Fig. 1: zoomed window
Region (34, 34) to (59, 59) µm. Cells in grey, sequential cells in the stronger grey; small squares are vias.
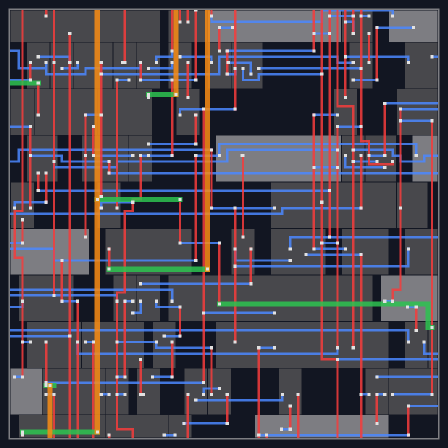
Fig. 2: where the registers sit
Drawn at 4 px/µm.
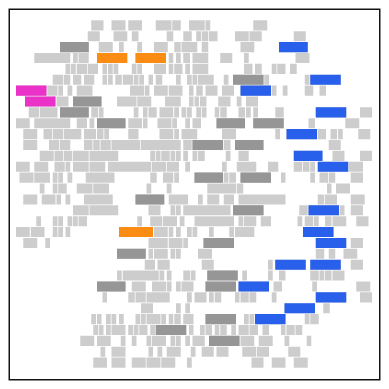
==> config.mk <==
export PLATFORM = sky130hd
export DESIGN_NAME = ram8_arbiter
export DESIGN_NICKNAME = d
export VERILOG_FILES = /design/src/rtl/ram8_arbiter.sv
export SDC_FILE = /design/constraint.sdc
export NUM_CORES = 1
export LEC_CHECK = 0
export ABC_AREA = 1
export CAP_MARGIN = 20
export CORE_UTILIZATION = 25
export CTS_CLUSTER_DIAMETER = 200
export DETAILED_ROUTE_END_ITERATION = 16
export PLACE_DENSITY = 0.56
export SLEW_MARGIN = 20
export SYNTH_ARGS = -nofsm -noshare
export SYNTH_HDL_FRONTEND = slang
export SYNTH_SLANG_ARGS = --single-unit
==> constraint.sdc <==
create_clock -name clk -period 1.2 [get_ports clk]
set_input_delay 0.24 -clock clk [delete_from_list [all_inputs] [get_ports clk]]
set_output_delay 0.24 -clock clk [all_outputs]
set_load 0.005 [all_outputs]
==> README.md <==
| Group | Metric | This run |
| --- | --- | --- |
| outcome | Outcome | finished, violations left |
| outcome | Violated checks | setup timing |
| clock network | Clock root cell | sky130_fd_sc_hd__clkbuf_8 |
| setup path | Worst-case reg-to-reg path depth | 11 |
| global route | Leftover overflow at the end of global routing | 0 |
| clock network | Clock tree from TritonCTS | done |
| layout | Logic share of the area | 28.8% |
| routing | Count of TritonRoute iterations in the first routing pass | 4 |
| worst hold path | Worst hold path depth | 1 |
| synth | Post-synth cell types | 19 |
| synth | Yosys cell count | 309 |
| clock network | Worst-case clock buffer depth | 2 |
| flow run | Maximum capacitance violations | 0 |
| global route | Antenna violations before repair | 0 |
| routing | First DRT Iteration DRCs | 73 |
| layout | Area used by multi-input combinational logic | 1100 µm² |
| sta | Setup repair after global routing missed its margin | true |
| setup path | CP startpoint kind | flop |
| sta | Total of endpoints with negative setup slack in the final report | 45 |
| placement | Pre-CTS setup slack | -0.751 ns |
| synth | Synth Area in XOR/XNOR | 0% |
| pwr | Sequential Power Share | 37.8% |
| sta | Slew at the pin closest to its max-slew limit | 0.422 ns |
| sta | Max_slew headroom | 71.8% |
| sta | Worst hold margin | 0.457 ns |
| flow run | OpenROAD warning count | 33 |
| pwr | P_int | 0.00314 W |
| floorplanning | Overall die width | 92.2 µm |
| synth | Fa+ha+maj area frac | 1.84% |
| layout | Tally of non-filler cells in the final layout | 548 |
| synth | Area fraction in and, or, nand and nor cells | 30.7% |
| global route | Number of global-route vias before repair | 2392 |
| setup path | Slowest cell on the critical path | sky130_fd_sc_hd__dfxtp_2 |
| synth | Seq/Total Area, Yosys | 41.3% |
| synth | Multiplexer area fraction after synthesis | 0% |
| sta | Final Hold Vio Count | 0 |
| global route | Pin count of the biggest net entering global routing | 38 |
| pwr | Proportion of power drawn by the clock network | 26.2% |
| setup path | Worst reg-to-reg setup slack | -0.41 ns |
| setup path | Arrival time of the worst setup path | 1.42 ns |
| global route | All-Layer GR Usage | 17.5% |
| floorplanning | Initial core utilization | 26.1% |
| sta | Slack of the critical path | -0.459 ns |
| layout | Clock tree cell share of total cell area | 2.94% |
| synth | Top cells by count | sky130_fd_sc_hd__nand2_1 (84), sky130_fd_sc_hd__nor2_1 (71), sky130_fd_sc_hd__dfxtp_1 (42), sky130_fd_sc_hd__o21ai_0 (35), sky130_fd_sc_hd__inv_1 (26) |
| routing | Wire length after detailed routing | 7220 µm |
| synth | EDFF count, synth | 0 |
| placement | Half-perimeter wire length after placement | 4790 µm |
| synth | Count of synthesis-stage warnings from yosys | 0 |
| layout | FILL cells | 777 |
## Picture notes: Fig. 1
legend:
  M2:
    colour: red
  M3:
    colour: green
  M4:
    colour: orange
  M1:
    colour: blue
sequential cells in the window: 4
most frequent: nor2_1 (14), nand2_1 (7), clkdlybuf4s50_1 (4)
cells with their middle in the window: 54

## Picture notes: Fig. 2
legend:
  `bank_addr`:
    colour: orange
    flops: 3
  `rdata`:
    colour: blue
    flops: 16
  `state_q`:
    colour: magenta
    flops: 2
share of the core filled with cells in the final layout: 49.1%
sequential-cell power consumption: 0.00170 W

per-layer routing:
layer / vias to the layer above / routed length, µm / global-route usage [%]
met3: 11 / 210 / 2.99
met2: 52 / 3630 / 31.0
li1: 1239 / - / -
met4: 0 / 164 / 6.64
met5: - / 0 / 0
met1: 1053 / 3220 / 21.0
critical path, delay by kind of cell (launching register included):
kind                     cells  cell delay [ns]
buffers and inverters        3             0.31
adder cells (fa/ha/maj)      1             0.14
AND/OR/NAND/NOR              4             0.33
flip-flops                   1             0.33
repair_timing:
action | 4_1_cts | 5_1_grt
hold buffers | 0 | 0
endpoints found under the setup margin | 83 | 53
setup buffers | 18 | 2
gates resized | 145 | 30
pin swaps | 16 | 12
cloned | 5 | 1
Power and IR drop assume default switching activity.
